Port wiring:
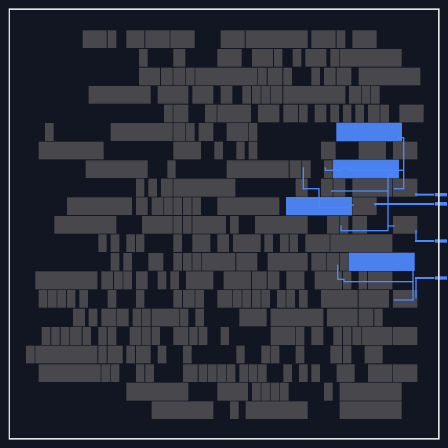
Cells coloured by class:
Fill, decap, tap and diode cells in grey.
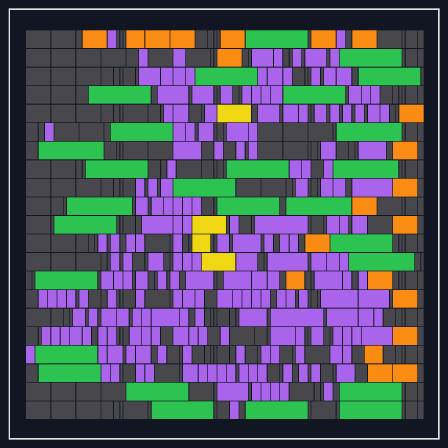
Signal wires on met2:
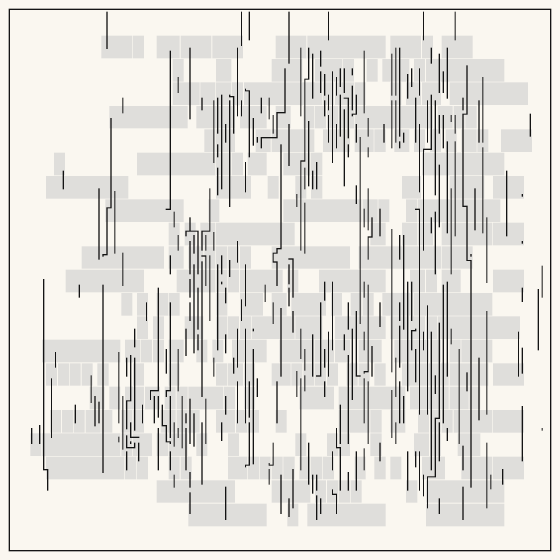
`src/rtl/reset_sequencer.sv`:
```
// ---------------------------------------------------------------------------
// reset_sequencer: synchronised power-up/restart sequencer releasing NUM_CH reset domains in order.
// Revision 1.0
// ---------------------------------------------------------------------------
`default_nettype none

module reset_sequencer #(
  parameter int NUM_CH         = 4,
  parameter int PULSE_CYCLES   = 16,
  parameter int STAGGER_CYCLES = 8,
  parameter int CNT_W          = 8
) (
  input  logic              clk,
  input  logic              rst,
  input  logic              sw_rst_req,
  input  logic              fault_in,
  output logic [NUM_CH-1:0] ch_rst_out,
  output logic              all_ready,
  output logic [1:0]        seq_state,
  output logic [7:0]        restart_count
);

  localparam int IDX_W = (NUM_CH > 1) ? $clog2(NUM_CH) : 1;
  localparam logic [CNT_W-1:0] PULSE_LAST   = CNT_W'(PULSE_CYCLES - 1);
  localparam logic [CNT_W-1:0] STAGGER_LAST = CNT_W'(STAGGER_CYCLES - 1);
  localparam logic [IDX_W-1:0] IDX_LAST     = IDX_W'(NUM_CH - 1);

  typedef enum logic [1:0] {
    S_HOLD    = 2'd0,
    S_RELEASE = 2'd1,
    S_RUN     = 2'd2,
    S_FAULT   = 2'd3
  } state_t;

  logic [1:0]        rst_sync_q;
  logic              rst_sync;
  state_t            state_q, state_d;
  logic [CNT_W-1:0]  cnt_q, cnt_d;
  logic [IDX_W-1:0]  idx_q, idx_d;
  logic [NUM_CH-1:0] ch_rst_q, ch_rst_d;
  logic              ready_q, ready_d;
  logic [7:0]        restart_q, restart_d;
  logic              restart_en;

  // Assertion is immediate; release takes two clock edges.
  always_ff @(posedge clk or posedge rst) begin
    if (rst) begin
      rst_sync_q <= 2'b11;
    end else begin
      rst_sync_q <= {rst_sync_q[0], 1'b0};
    end
  end

  assign rst_sync = rst_sync_q[1];

  // Only sequences that had started releasing domains count as restarts.
  assign restart_en = (state_q == S_RELEASE) || (state_q == S_RUN);

  always_comb begin
    state_d   = state_q;
    cnt_d     = cnt_q;
    idx_d     = idx_q;
    ch_rst_d  = ch_rst_q;
    ready_d   = ready_q;
    restart_d = restart_q;

    if (fault_in || (sw_rst_req && (state_q != S_FAULT))) begin
      state_d  = fault_in ? S_FAULT : S_HOLD;
      cnt_d    = '0;
      idx_d    = '0;
      ch_rst_d = '1;
      ready_d  = 1'b0;
      if (restart_en && (restart_q != 8'hFF)) begin
        restart_d = restart_q + 8'd1;
      end
    end else begin
      case (state_q)
        S_HOLD: begin
          if (cnt_q == PULSE_LAST) begin
            state_d  = S_RELEASE;
            cnt_d    = '0;
            idx_d    = '0;
            ch_rst_d = ch_rst_q << 1;
          end else begin
            cnt_d = cnt_q + CNT_W'(1);
          end
        end
        S_RELEASE: begin
          if (idx_q == IDX_LAST) begin
            state_d = S_RUN;
            ready_d = 1'b1;
          end else if (cnt_q == STAGGER_LAST) begin
            cnt_d    = '0;
            idx_d    = idx_q + IDX_W'(1);
            // Shifting in zeros from the LSB keeps releases in ascending order.
            ch_rst_d = ch_rst_q << 1;
          end else begin
            cnt_d = cnt_q + CNT_W'(1);
          end
        end
        S_RUN: begin
          ready_d = 1'b1;
        end
        S_FAULT: begin
          state_d = S_HOLD;
          cnt_d   = '0;
          idx_d   = '0;
        end
        default: begin
          state_d = S_HOLD;
        end
      endcase
    end
  end

  always_ff @(posedge clk or posedge rst) begin
    if (rst) begin
      state_q   <= S_HOLD;
      cnt_q     <= '0;
      idx_q     <= '0;
      ch_rst_q  <= '1;
      ready_q   <= 1'b0;
      restart_q <= 8'd0;
    end else if (rst_sync) begin
      state_q   <= S_HOLD;
      cnt_q     <= '0;
      idx_q     <= '0;
      ch_rst_q  <= '1;
      ready_q   <= 1'b0;
      restart_q <= 8'd0;
    end else begin
      state_q   <= state_d;
      cnt_q     <= cnt_d;
      idx_q     <= idx_d;
      ch_rst_q  <= ch_rst_d;
      ready_q   <= ready_d;
      restart_q <= restart_d;
    end
  end

  assign ch_rst_out    = ch_rst_q;
  assign all_ready     = ready_q;
  assign seq_state     = state_q;
  assign restart_count = restart_q;

endmodule

`default_nettype wire

```
`config.mk`:
```
export PLATFORM = sky130hd
export DESIGN_NAME = reset_sequencer
export DESIGN_NICKNAME = d
export VERILOG_FILES = /design/src/rtl/reset_sequencer.sv
export SDC_FILE = /design/constraint.sdc
export NUM_CORES = 1
export LEC_CHECK = 0
export ABC_AREA = 1
export CORE_MARGIN = 2
export CORE_UTILIZATION = 51
export CTS_BUF_LIST = sky130_fd_sc_hd__clkbuf_8
export DETAILED_ROUTE_END_ITERATION = 6
export PLACE_DENSITY_LB_ADDON = 0.25
export SYNTH_ARGS = -nofsm -noshare
export SYNTH_HDL_FRONTEND = slang
export SYNTH_SLANG_ARGS = --single-unit
```
`constraint.sdc`:
```
create_clock -name clk -period 1.85 [get_ports clk]
set_clock_uncertainty 0.05 [all_clocks]
set_input_delay 0.185 -clock clk [delete_from_list [all_inputs] [get_ports clk]]
set_output_delay 0.185 -clock clk [all_outputs]
set_load 0.02 [all_outputs]
```
==> ci_impl_report.md <==
### Yosys + OpenROAD results

| Metric | Value |
|---|---|
| Status | finished clean |
| Synth flops | 27 |
| Largest net degree at the start of global routing | 28 |
| Startpoint type of the worst setup path | flip-flop |
| Vias post-DR | 1,484 |
| Async SR Flop Fraction | 1.00 |
| DRT Pass-1 Iters | 4 |
| Worst reg-to-reg setup slack | 0.15 ns |
| Nature of the critical path endpoint | flip-flop |
| CP cell instances | ha_1 -> inv_4 -> nand2_2 -> nand2_4 -> nand2_2 -> nor2_4 -> nor2_4 -> inv_4 -> nand2_1 -> nand2_1 |
| FF-to-FF End | restart_count[4]$_DFFE_PP0P_ |
| Setup CP Type | flip-flop to flip-flop |
| R2R depth | 10 |
| Hold Violations, Final | 0 |
| Die width | 62.8 um |
| Most frequent cell after synthesis | nand2_1 |
| Mean routed wirelength per cell | 11.0 um |
| First-pass GRT wire length | 6070 um |
| Final setup violation count | 0 |
| Cell Area, Synth | 1760 um2 |
| Critical Path Start | seq_state[0]$_DFFE_PP0P_ |
| GPL Wtd Cong | 0.866 |
| EDFF count, synth | 0 |
| Basic Gates by Area | 0.400 |
| Pleak | 0.999 nW |
| Busiest metal layer after global routing | met2 |
| Post-DP Area | 2000 um2 |
| Arr. time, crit path | 1.88 ns |
## Picture notes: 'port wiring'
Blue is ch_rst_out, bits 4, direction output, end cells 4, buffers 4, wire 104 um.

## Picture notes: 'cells coloured by class'
Yellow is clock drivers and dummy loads, cells 4. Purple is remaining logic cells, cells 203. Orange is remaining buffers and delay cells, cells 21. Green is registers, cells 27.

## Picture notes: 'signal wires on met2'
203 nets have wire on it. The longest straight run is 26.3 um. The wires run mostly vertical. The layer holds 45% of the routed length. The layer carries 1,500 um of wire.

where the power goes:
| group | switching, mW | internal, mW | total (mW) |
|---|---|---|---|
| registers | 0.0362 | 0.634 | 0.670 |
| logic | 0.220 | 0.137 | 0.357 |
| clock network | 0.203 | 0.153 | 0.356 |
| total | 0.459 | 0.924 | 1.38 |
cell usage in the layout (no fill, tap or decap), drive strengths merged:
cell type	instances
clkinvlp	1
o2111ai	1
a21oi	3
nand4	8
nor3	6
xor2	1
nor2	36
dfrtp	21
ha	7
nand3	18
o21a	1
dfstp	6
clkdlybuf4s50	18
or2	1
buf	3
clkbuf	3
inv	36
o21ai	12
clkinv	1
nand2	71
conb	1
state kept, by name, summed over array words and instances, names as in the netlist:
| signal | count |
|---|---|
| idx_q | 2 |
| cnt_q | 8 |
| ch_rst_out | 4 |
| all_ready | 1 |
| seq_state | 2 |
| rst_sync_q | 2 |
| restart_count | 8 |
cell type report:
class,instances,area (um2)
Tap cell,46,57.6
Sequential cell,27,683
Fill cell,311,1270
Clock buffer,3,41.3
Clock inverter,1,7.51
Multi-Input combinational cell,166,928
Timing Repair Buffer,21,203
Inverter,37,144
routing by layer:
metal,vias to the layer above,routed length [um]
met4,0,22
met3,2,117
met1,678,1680
li1,775,-
met2,29,1500
met5,-,0
through the flow:
stage	utilization	setup slack, ns	hold slack, ns	total power, mW	cells
final	0.619	0.145	0.201	1.38	301
after global routing	0.619	-0.00470	0.232	1.46	301
after CTS	0.615	0.0915	0.217	1.39	300
after detailed placement	0.600	0.107	0.303	1.03	296
after global placement	0.600	0.0981	0.296	1.03	296
after floorplan	-	0.197	0.183	0.919	231
what timing repair did:
action,4_1_cts,5_1_grt
gates resized,0,2
setup buffers,0,1
endpoints found under the setup margin,0,8
endpoints found under the hold margin,0,0
Power and IR drop assume default switching activity.
